**src/rtl/replay_buffer_param.sv**
```systemverilog
// Parametrised data-link-layer replay buffer: stores transmitted TLPs with their sequence
// numbers, purges them on ACK and replays the outstanding ones as narrow beats on NAK or timeout.
module replay_buffer_param #(
    parameter int DIN_W  = 128,
    parameter int DOUT_W = 16,
    parameter int DEPTH  = 8,
    parameter int SEQ_W  = 12,
    parameter int RNUM_W = 2
) (
    input  logic                       clk,
    input  logic                       reset_n,
    input  logic                       we,
    input  logic [DIN_W-1:0]           din,
    input  logic [SEQ_W-1:0]           seq,
    input  logic [1:0]                 ack_nack,
    input  logic [SEQ_W-1:0]           ack_seq,
    input  logic                       tim_out,
    input  logic                       busy_n,
    output logic                       ready,
    output logic [DOUT_W-1:0]          dout,
    output logic                       dout_valid,
    output logic                       dout_sop,
    output logic                       dout_eop,
    output logic                       replay_active,
    output logic                       retrain,
    output logic [$clog2(DEPTH):0]     count,
    output logic                       ovf_err
);

    localparam int PTR_W  = $clog2(DEPTH);
    localparam int CNT_W  = PTR_W + 1;
    localparam int BEATS  = DIN_W / DOUT_W;
    localparam int BEAT_W = (BEATS > 1) ? $clog2(BEATS) : 1;

    typedef enum logic [1:0] {
        S_IDLE   = 2'd0,
        S_PURGE  = 2'd1,
        S_REPLAY = 2'd2
    } state_t;

    // An entry is acknowledged when ack_seq is at or ahead of it in modular sequence space.
    function automatic logic seq_covered(input logic [SEQ_W-1:0] ack_s, input logic [SEQ_W-1:0] head_s);
        logic [SEQ_W-1:0] diff_s;
        diff_s = ack_s - head_s;
        return ~diff_s[SEQ_W-1];
    endfunction

    logic [DIN_W-1:0]  data_mem [DEPTH];
    logic [SEQ_W-1:0]  seq_mem  [DEPTH];

    state_t            state_q, state_d;
    logic [PTR_W-1:0]  wr_ptr_q, wr_ptr_d, rd_ptr_q, rd_ptr_d, rp_ptr_q, rp_ptr_d;
    logic [CNT_W-1:0]  count_q, count_d, rp_left_q, rp_left_d;
    logic [BEAT_W-1:0] rp_beat_q, rp_beat_d;
    logic [RNUM_W-1:0] rnum_q, rnum_d;
    logic [1:0]        pend_an_q, pend_an_d;
    logic [SEQ_W-1:0]  pend_seq_q, pend_seq_d, purge_seq_q, purge_seq_d;
    logic              pend_tim_q, pend_tim_d, purge_nak_q, purge_nak_d;
    logic [DOUT_W-1:0] dout_q, dout_d;
    logic              dout_valid_q, dout_valid_d, dout_sop_q, dout_sop_d, dout_eop_q, dout_eop_d;
    logic              retrain_q, retrain_d, ovf_err_q, ovf_err_d;

    logic              full_s, pend_any_s, ready_s, wr_en_s;
    logic [PTR_W-1:0]  nxt_ptr_s;
    logic [DIN_W-1:0]  cur_tlp_s;
    logic [DOUT_W-1:0] beat_s;
    logic [1:0]        eff_an_s;
    logic [SEQ_W-1:0]  eff_seq_s;
    logic              eff_tim_s, head_match_s, next_match_s, start_replay_s, load_s;

    assign full_s     = (count_q == CNT_W'(DEPTH));
    assign pend_any_s = (pend_an_q != 2'b00) || pend_tim_q;
    assign ready_s    = (state_q == S_IDLE) && !full_s && !pend_any_s;
    assign wr_en_s    = we && ready_s;
    assign nxt_ptr_s  = rd_ptr_q + PTR_W'(1);
    assign cur_tlp_s  = data_mem[rp_ptr_q];

    // Beat selection, most significant slice first.
    always_comb begin
        beat_s = {DOUT_W{1'b0}};
        for (int k = 0; k < BEATS; k++) begin
            if (rp_beat_q == BEAT_W'(k)) begin
                beat_s = cur_tlp_s[DIN_W-1-k*DOUT_W -: DOUT_W];
            end else begin
                beat_s = beat_s;
            end
        end
    end

    // Next-state and datapath for the IDLE / PURGE / REPLAY controller.
    always_comb begin
        state_d        = state_q;
        wr_ptr_d       = wr_ptr_q;
        rd_ptr_d       = rd_ptr_q;
        count_d        = count_q;
        rp_ptr_d       = rp_ptr_q;
        rp_left_d      = rp_left_q;
        rp_beat_d      = rp_beat_q;
        rnum_d         = rnum_q;
        pend_an_d      = pend_an_q;
        pend_seq_d     = pend_seq_q;
        pend_tim_d     = pend_tim_q;
        purge_seq_d    = purge_seq_q;
        purge_nak_d    = purge_nak_q;
        dout_d         = dout_q;
        dout_valid_d   = dout_valid_q;
        dout_sop_d     = dout_sop_q;
        dout_eop_d     = dout_eop_q;
        retrain_d      = 1'b0;
        ovf_err_d      = ovf_err_q;
        eff_an_s       = 2'b00;
        eff_seq_s      = {SEQ_W{1'b0}};
        eff_tim_s      = 1'b0;
        head_match_s   = 1'b0;
        next_match_s   = 1'b0;
        start_replay_s = 1'b0;
        load_s         = 1'b0;

        if (wr_en_s) begin
            wr_ptr_d = wr_ptr_q + PTR_W'(1);
            count_d  = count_q + CNT_W'(1);
        end else if (we) begin
            ovf_err_d = 1'b1;
        end else begin
            ovf_err_d = ovf_err_q;
        end

        // Requests arriving while busy wait in a one-deep holding register.
        if (state_q != S_IDLE) begin
            if (ack_nack == 2'b01 || ack_nack == 2'b10) begin
                pend_an_d  = ack_nack;
                pend_seq_d = ack_seq;
            end else begin
                pend_an_d  = pend_an_q;
            end
            pend_tim_d = pend_tim_q | tim_out;
        end else begin
            pend_tim_d = pend_tim_q;
        end

        case (state_q)
            S_IDLE: begin
                if (ack_nack == 2'b01 || ack_nack == 2'b10) begin
                    eff_an_s  = ack_nack;
                    eff_seq_s = ack_seq;
                end else begin
                    eff_an_s  = pend_an_q;
                    eff_seq_s = pend_seq_q;
                end
                eff_tim_s  = tim_out | pend_tim_q;
                pend_an_d  = 2'b00;
                pend_tim_d = 1'b0;
                if (eff_an_s == 2'b10) begin
                    state_d     = S_PURGE;
                    purge_seq_d = eff_seq_s;
                    purge_nak_d = 1'b1;
                end else if (eff_an_s == 2'b01) begin
                    // A timeout coinciding with an ACK is kept and served after the purge.
                    state_d     = S_PURGE;
                    purge_seq_d = eff_seq_s;
                    purge_nak_d = 1'b0;
                    pend_tim_d  = eff_tim_s;
                end else if (eff_tim_s && count_d != CNT_W'(0)) begin
                    start_replay_s = 1'b1;
                end else begin
                    state_d = S_IDLE;
                end
            end
            S_PURGE: begin
                head_match_s = (count_q != CNT_W'(0)) && seq_covered(purge_seq_q, seq_mem[rd_ptr_q]);
                next_match_s = (count_q > CNT_W'(1)) && seq_covered(purge_seq_q, seq_mem[nxt_ptr_s]);
                if (head_match_s) begin
                    rd_ptr_d = nxt_ptr_s;
                    count_d  = count_q - CNT_W'(1);
                    rnum_d   = {RNUM_W{1'b0}};
                end else begin
                    rd_ptr_d = rd_ptr_q;
                end
                // Look one entry ahead so the exit happens on the cycle of the last purge.
                if (head_match_s && next_match_s) begin
                    state_d = S_PURGE;
                end else if (purge_nak_q && count_d != CNT_W'(0)) begin
                    start_replay_s = 1'b1;
                end else begin
                    state_d = S_IDLE;
                end
            end
            S_REPLAY: begin
                load_s = !dout_valid_q || busy_n;
                if (!load_s) begin
                    dout_valid_d = dout_valid_q;
                end else if (rp_left_q != CNT_W'(0)) begin
                    dout_d       = beat_s;
                    dout_valid_d = 1'b1;
                    dout_sop_d   = (rp_beat_q == BEAT_W'(0));
                    dout_eop_d   = (rp_beat_q == BEAT_W'(BEATS-1));
                    if (rp_beat_q == BEAT_W'(BEATS-1)) begin
                        rp_beat_d = BEAT_W'(0);
                        rp_ptr_d  = rp_ptr_q + PTR_W'(1);
                        rp_left_d = rp_left_q - CNT_W'(1);
                    end else begin
                        rp_beat_d = rp_beat_q + BEAT_W'(1);
                    end
                end else begin
                    dout_d       = {DOUT_W{1'b0}};
                    dout_valid_d = 1'b0;
                    dout_sop_d   = 1'b0;
                    dout_eop_d   = 1'b0;
                    state_d      = S_IDLE;
                end
            end
            default: begin
                state_d = S_IDLE;
            end
        endcase

        if (start_replay_s) begin
            state_d   = S_REPLAY;
            rp_ptr_d  = rd_ptr_d;
            rp_left_d = count_d;
            rp_beat_d = BEAT_W'(0);
            retrain_d = (rnum_d == {RNUM_W{1'b1}});
            rnum_d    = rnum_d + RNUM_W'(1);
        end else begin
            retrain_d = 1'b0;
        end
    end

    // Control and output registers with synchronous active-low reset.
    always_ff @(posedge clk) begin
        if (!reset_n) begin
            state_q      <= S_IDLE;
            wr_ptr_q     <= {PTR_W{1'b0}};
            rd_ptr_q     <= {PTR_W{1'b0}};
            count_q      <= {CNT_W{1'b0}};
            rp_ptr_q     <= {PTR_W{1'b0}};
            rp_left_q    <= {CNT_W{1'b0}};
            rp_beat_q    <= {BEAT_W{1'b0}};
            rnum_q       <= {RNUM_W{1'b0}};
            pend_an_q    <= 2'b00;
            pend_seq_q   <= {SEQ_W{1'b0}};
            pend_tim_q   <= 1'b0;
            purge_seq_q  <= {SEQ_W{1'b0}};
            purge_nak_q  <= 1'b0;
            dout_q       <= {DOUT_W{1'b0}};
            dout_valid_q <= 1'b0;
            dout_sop_q   <= 1'b0;
            dout_eop_q   <= 1'b0;
            retrain_q    <= 1'b0;
            ovf_err_q    <= 1'b0;
        end else begin
            state_q      <= state_d;
            wr_ptr_q     <= wr_ptr_d;
            rd_ptr_q     <= rd_ptr_d;
            count_q      <= count_d;
            rp_ptr_q     <= rp_ptr_d;
            rp_left_q    <= rp_left_d;
            rp_beat_q    <= rp_beat_d;
            rnum_q       <= rnum_d;
            pend_an_q    <= pend_an_d;
            pend_seq_q   <= pend_seq_d;
            pend_tim_q   <= pend_tim_d;
            purge_seq_q  <= purge_seq_d;
            purge_nak_q  <= purge_nak_d;
            dout_q       <= dout_d;
            dout_valid_q <= dout_valid_d;
            dout_sop_q   <= dout_sop_d;
            dout_eop_q   <= dout_eop_d;
            retrain_q    <= retrain_d;
            ovf_err_q    <= ovf_err_d;
        end
    end

    // Slot storage; contents are meaningless once the pointers are reset.
    always_ff @(posedge clk) begin
        if (wr_en_s) begin
            data_mem[wr_ptr_q] <= din;
            seq_mem[wr_ptr_q]  <= seq;
        end
    end

    assign ready         = ready_s;
    assign dout          = dout_q;
    assign dout_valid    = dout_valid_q;
    assign dout_sop      = dout_sop_q;
    assign dout_eop      = dout_eop_q;
    assign replay_active = (state_q == S_REPLAY);
    assign retrain       = retrain_q;
    assign count         = count_q;
    assign ovf_err       = ovf_err_q;

endmodule

```
**config.mk**
```make
export PLATFORM = sky130hd
export DESIGN_NAME = replay_buffer_param
export DESIGN_NICKNAME = d
export VERILOG_FILES = /design/src/rtl/replay_buffer_param.sv
export SDC_FILE = /design/constraint.sdc
export NUM_CORES = 1
export LEC_CHECK = 0
export CELL_PAD_IN_SITES_DETAIL_PLACEMENT = 0
export CELL_PAD_IN_SITES_GLOBAL_PLACEMENT = 1
export CORE_MARGIN = 2
export CORE_UTILIZATION = 45
export DETAILED_ROUTE_END_ITERATION = 12
export GPL_ROUTABILITY_DRIVEN = 0
export PLACE_DENSITY_LB_ADDON = 0.25
export SKIP_LAST_GASP = 1
export SYNTH_ARGS = -nofsm -noshare
export SYNTH_HDL_FRONTEND = slang
export SYNTH_SLANG_ARGS = --single-unit
```
**constraint.sdc**
```tcl
create_clock -name clk -period 37.2 [get_ports clk]
set_clock_uncertainty 0.2 [all_clocks]
set_input_delay 3.72 -clock clk [delete_from_list [all_inputs] [get_ports clk]]
set_output_delay 3.72 -clock clk [all_outputs]
set_load 0.02 [all_outputs]
```
==> flow_summary.ini, run 1 <==
; physical design summary
[worst_hold_path]
hold_start = pend_seq_q[10]
min_to = pend_seq_q[10]
hold_path_class = register to register

[layout]
comb_share = 0.214
flops = 1196
largest_class = sequential cells
layout.cells.non_filler = 4003
clock_cell_area_share = 0.0687
inverters_excl_clock = 16
seqCellArea_mm2 = 0.0352
lay_top_count = edfxtp_1
logic_gates = 975
bufAreaShareNonClock = 0.0407
buffers = 218
logic_area_mm2 = 0.0117

[critical_path]
reg2reg_from = rd_ptr_q[0]
timing_worst_setup_path_type = input port to register
critPathRequiredTime_ns = 37.32
cpMostUsedCell = buf_4
cpLargestDelayFamily = buffers and inverters
crit_arrival_ns = 6.98
endpoint_kind = register
cp-startpoint = we
cp_num_cells = 6
worstReg2RegEnd = rp_left_q[0]
worstPathMaxFanout = 52
cp-start-kind = input port
slowest_stage = buf_4

[logic_synthesis]
synth-async-reset-ratio = 0
edf_count = 1120
synth.yosys.warnings = 0
synth-seq-cells = 1196
ys_chip_area_mm2 = 0.0473
synthCells = 2312
most_common_cell = edfxtp_1
synth.net_count = 2508
avgSynthCellArea_um2 = 20.5
synthTopCellsByCount = 1120 x edfxtp_1, 301 x mux4_2, 111 x mux2i_1, 84 x a21oi_1, 76 x dfxtp_1

[pwr]
finalPower_mw = 3.12
vdd_drop_max_mv = 0.0647

[global_routing]
grt_pass1_vias = 24000
grtUsageTotal = 0.199
grt_start_max_net_pins = 141

[die]
die_w_um = 328
rows = 118
fp.dieH_um = 328
io_pins = 186
fp_util = 0.455

[run_status]
status = finished clean

[sta]
setup_viol = 0
fmaxAchievable_mhz = 146
period_needed_ns = 6.86
tightest_slew_ns = 1.11

[clock_tree]
cts_resized = 0
max-clock-path-buffers = 3
cts-htree-levels = 3
ctsHoldBuffers = 0

[routing]
via_per_inst = 5.75
wl_um = 107000
drt-pass1-iter-count = 5
vias = 23000

[run]
cap_violations = 0

[placed_design]
hpwl_um = 58800
## run 1: power breakdown
| group | internal (mW) | leakage (nW) | switching, mW |
|---|---|---|---|
| sequential | 1.57 | 10.8 | 0.0295 |
| clock | 0.657 | 1.84 | 0.489 |
| combinational | 0.150 | 4.12 | 0.219 |
## run 1: per-layer routing
layer  vias to the layer above  global-route usage  share of wire
met5                         -                   0        0.00097
met4                        18              0.0532          0.021
met3                       159              0.0443          0.063
met2                       629               0.321           0.49
met1                     12200               0.275           0.43
li1                      10000                   -              -
## run 1: through the flow
stage                     hold WS [ns]  setup WS, ns  area, um2   util
final                            0.253         30.34      54600  0.525
after global routing             0.281         30.07      54600  0.525
after CTS                        0.254         30.35      54600  0.525
after detailed placement         0.246         29.61      50800  0.489
after global placement           0.242         29.60      50800  0.489
after floorplan                  0.236         17.40      47300      -
## run 1: cells by family after synthesis
family,count (synthesis),synth area share
xor+xnor,17,0.00330
compound gates,254,0.0329
fa+ha+maj,37,0.00978
simple gates,205,0.0205
mux,462,0.179
buf+inv,141,0.0124
flops,1196,0.743
## run 1: state kept, by name, indices dropped and copies added (netlist names), named ones only
register and cells:
purge_nak_q 1, ovf_err 1, rp_beat_q 3, purge_seq_q 12, wr_ptr_q 3, seq_mem 96
state_q 2, retrain 1, pend_seq_q 12, dout_valid 1, dout_sop 1, pend_tim_q 1
count 4, rd_ptr_q 3, dout 16, rp_ptr_q 3, rnum_q 2, pend_an_q 2
data_mem 1024, dout_eop 1, rp_left_q 4
## run 1: worst max-delay path by stage
stage                  endpoint  slack [ns]
2_1_floorplan    data_mem[2][0]       17.40
3_3_place_gp   data_mem[3][108]       29.60
3_5_place_dp    data_mem[3][92]       29.61
4_1_cts        data_mem[3][103]       30.35
5_1_grt         data_mem[3][71]       30.07
6_report       data_mem[3][104]       30.34
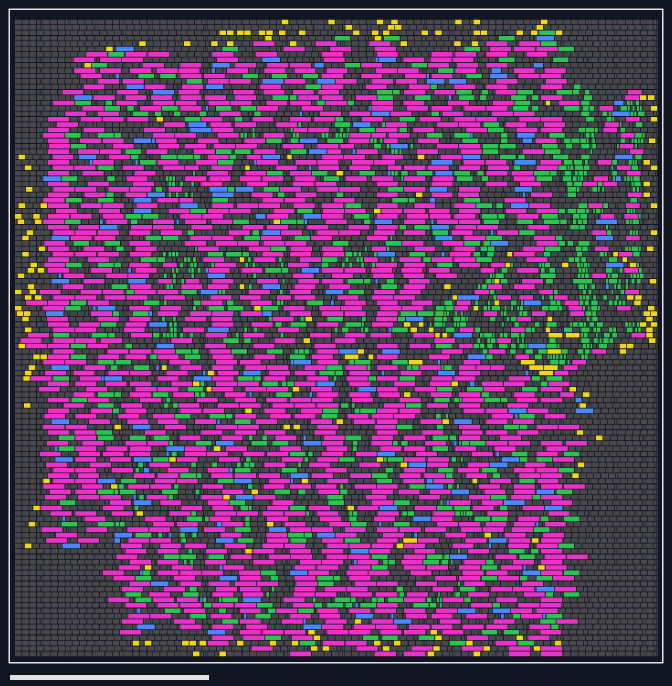
Figure 1: run 1, placement by cell class.
Bar = 100 um. Fill, decap, tap and diode cells in gray.
remaining logic cells: in green, cells 991, share of their area 22%. registers: in magenta, cells 1196, share of their area 67%. remaining buffers and delay cells: in yellow, cells 218, share of their area 4.2%. clock drivers and dummy loads: in blue, cells 215, share of their area 7.1%.

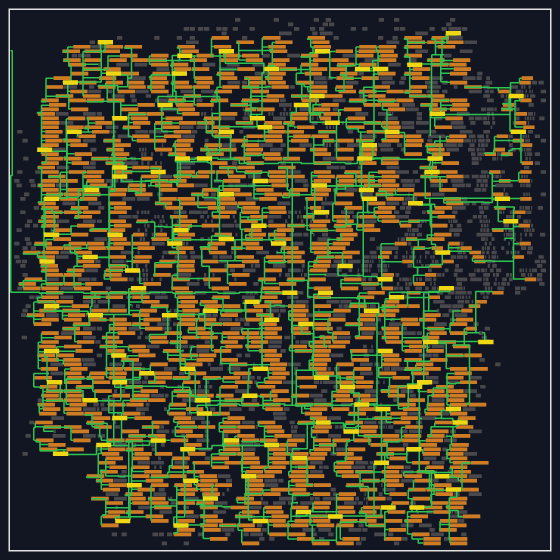
Figure 2: run 1, clock wires, drivers and flops.
clock-net drivers: in yellow, count 119. flip-flops: in orange, count 1196. clock wires: in green, length 13100 um.
Position of the flops: widely spread.

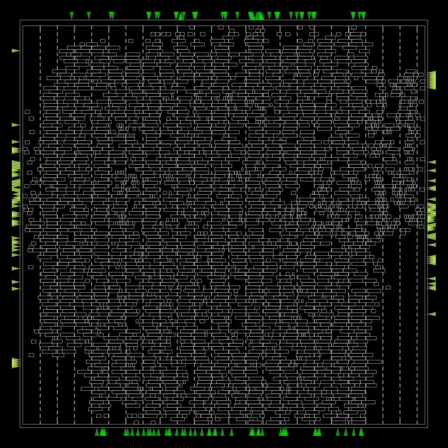
Figure 3: run 1, placement view.
core area: 0.104 mm2
sequential share of cell area: 0.644

Figure 4. Signal wires on met2 (run 1).
Bar = 100 um.
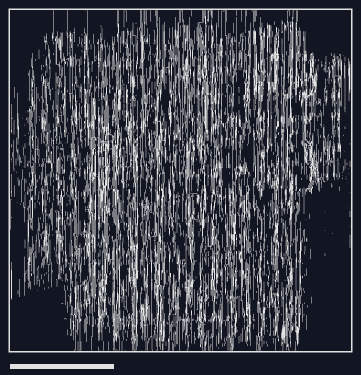

==> inputs of run 2 (changes only) <==
==> constraint.sdc (replaced) <==
create_clock -name clk -period 5.97 [get_ports clk]
set_clock_uncertainty 0.2 [all_clocks]
set_input_delay 0.597 -clock clk [delete_from_list [all_inputs] [get_ports clk]]
set_output_delay 0.597 -clock clk [all_outputs]
set_load 0.02 [all_outputs]
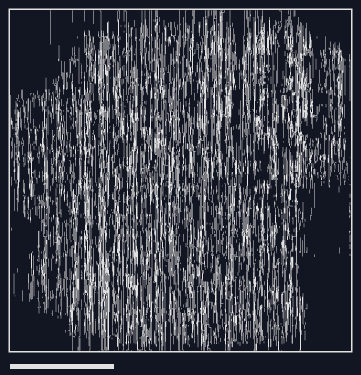
Figure 5: run 2, signal wires on met2.
Bar = 100 um.
The layer carries 53.2 mm of wire. 2467 nets have wire on it. The longest straight run is 112 um. The wires run mostly vertical.

==> run 2 against run 1 <==
Sequential power rose to 6.3 times the previous value. Non-clock buffer count up 18. Power rose to 6.3 times the previous value. Flip-flop count unchanged. Worst hold slack better by 0.0042 ns. Combinational power rose to 6.3 times the previous value. Global-route usage up 0.59 points. Synthesized cell count unchanged. Final area up 0.86%. First-iteration DRC count up 0.30%. Via count up 1.0%. Critical endpoint is now rnum_q[1]. Largest power group unchanged.
==> flow_summary.ini, run 2 <==
; physical design summary
[logic_synthesis]
edf_count = 1120
ys_chip_area_mm2 = 0.0473
synth.net_count = 2508
synthTopCellsByCount = 1120 x edfxtp_1, 301 x mux4_2, 111 x mux2i_1, 84 x a21oi_1, 76 x dfxtp_1
avgSynthCellArea_um2 = 20.5
synth.yosys.warnings = 0
most_common_cell = edfxtp_1
mux_share = 0.179
logic_family = multiplexers
simple_gate_share = 0.0205
synth-xor-area-share = 0.00330
post_synth_fa_ha_maj_area_fraction = 0.00978
synthAoiAreaFrac = 0.0329
synth-async-reset-ratio = 0

[worst_hold_path]
hold_start = pend_seq_q[11]
hold_path_class = register to register

[sta]
period_needed_ns = 4.69
setup_slack_ns = 1.28
holdWs_ns = 0.257
fmaxAchievable_mhz = 213
setup_viol = 0
tightest_slew_ns = 1.14
hold_viol_final = 0

[critical_path]
slowest_stage = dfxtp_2
cpLargestDelayFamily = AND-OR/OR-AND gates
worstPathMaxFanout = 31
critPathRequiredTime_ns = 6.34
reg2reg_from = rd_ptr_q[0]
timing_worst_setup_path_type = register to register
cp-startpoint = rd_ptr_q[0]
endpoint_kind = register
cp-start-kind = register
crit_arrival_ns = 5.06

[run_status]
status = finished clean

[layout]
lay_top_count = edfxtp_1
largest-register = data_mem
fill_cells = 8075
final_area_mm2 = 0.0551
utilization = 0.530
layout-drive-gt1-share = 0.227
largest_reg_flops = 1024
layout.cells.non_filler = 4033

[placed_design]
hpwl_um = 62600
place_ws_ns = 1.24
placed_area_mm2 = 0.0512

[clock_tree]
cts_resized = 0
max-clock-path-buffers = 3
cts-htree-levels = 3

[routing]
vias = 23300
drc = 0
drt-pass1-iter-count = 6
wl_um = 110000
via_per_inst = 5.77

[die]
rows = 118
core-area_mm2 = 0.104
die_w_um = 328
fp.dieH_um = 328
io_pins = 186

[global_routing]
grtUsageTotal = 0.205
use_met2 = 0.327
use_met1 = 0.292
top_usage_layer = met2
grtUsageMet3 = 0.0396
grt_start_max_net_pins = 103
grt_pass1_vias = 24100

[pwr]
finalPower_mw = 19.6

[run]
cap_violations = 0
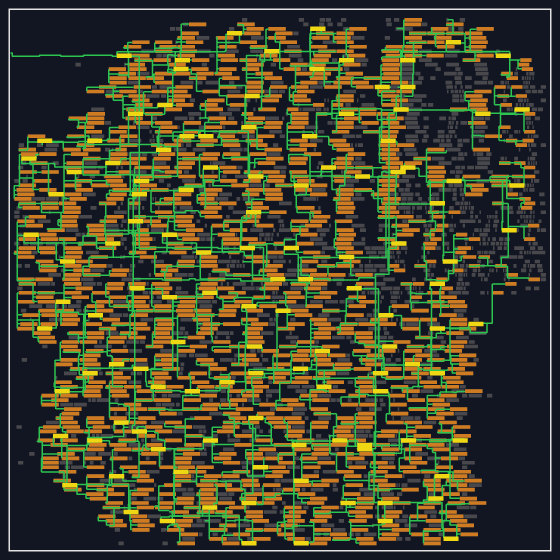
Figure 6: run 2, clock wires, drivers and flops.
clock-net drivers: in yellow, count 121. clock wires: in green, length 13300 um. flip-flops: in orange, count 1196.
There are 122 routed clock nets. Position of the flops: widely spread.
Clk pwr share: 0.371
Clk. pwr: 7.27 mW
Skew-Pair Late Insertion Delay: 0.71 ns

-- run 2: netlist changes by cell type in the layout (fill, tap and decap cells not counted), sizes merged --
cell      before  now
buf           33   51
bufinv         8    6
clkbuf       148  160
clkinv        52   47
clkinvlp       3    4
diode          3    7
inv           20   22
-- run 2: cell type report --
cell class / instances / area [um2] / share of cell area
Antenna cell: 7 / 17.5 / 0.000318
Clock buffer: 160 / 3330 / 0.0605
Clock inverter: 63 / 510 / 0.00927
Inverter: 16 / 60.1 / 0.00109
Multi-Input combinational cell: 975 / 11700 / 0.213
Sequential cell: 1196 / 35200 / 0.639
Tap cell: 1380 / 1730 / 0.0314
Timing Repair Buffer: 236 / 2510 / 0.0456
-- run 2: worst paths after layout --
kind              cells after the start  slack, ns             end
setup / recovery                     13       1.28       rnum_q[1]
hold / removal                        2       0.26  pend_seq_q[11]
setup reg to reg                     13       1.28       rnum_q[1]
hold reg to reg                       2       0.26  pend_seq_q[11]
-- run 2: logic make-up (layout without fill, tap and decap cells) --
family                     Yosys count  after routing
buffers and inverters              141            475
adders and majority gates           37             37
and+or+nand+nor                    205            205
DFF                               1196           1196
xor gates and xnor gates            17             17
AOI/OAI and AO/OA                  254            254
muxes                              462            462
other                                0              7
-- run 2: power by group --
part	switching [mW]	internal (mW)	leakage (nW)
combinational	1.34	0.965	4.27
clock	3.10	4.17	1.88
sequential	0.215	9.80	10.8
-- run 2: layer usage --
metal	share of wire	up-vias	wire [um]
met3	0.058	143	6370
met4	0.017	26	1810
met5	0.0016	-	172
li1	-	10100	-
met1	0.44	12400	48000
met2	0.49	595	53200
No activity file was given, so power comes from the tool's default toggle rates.
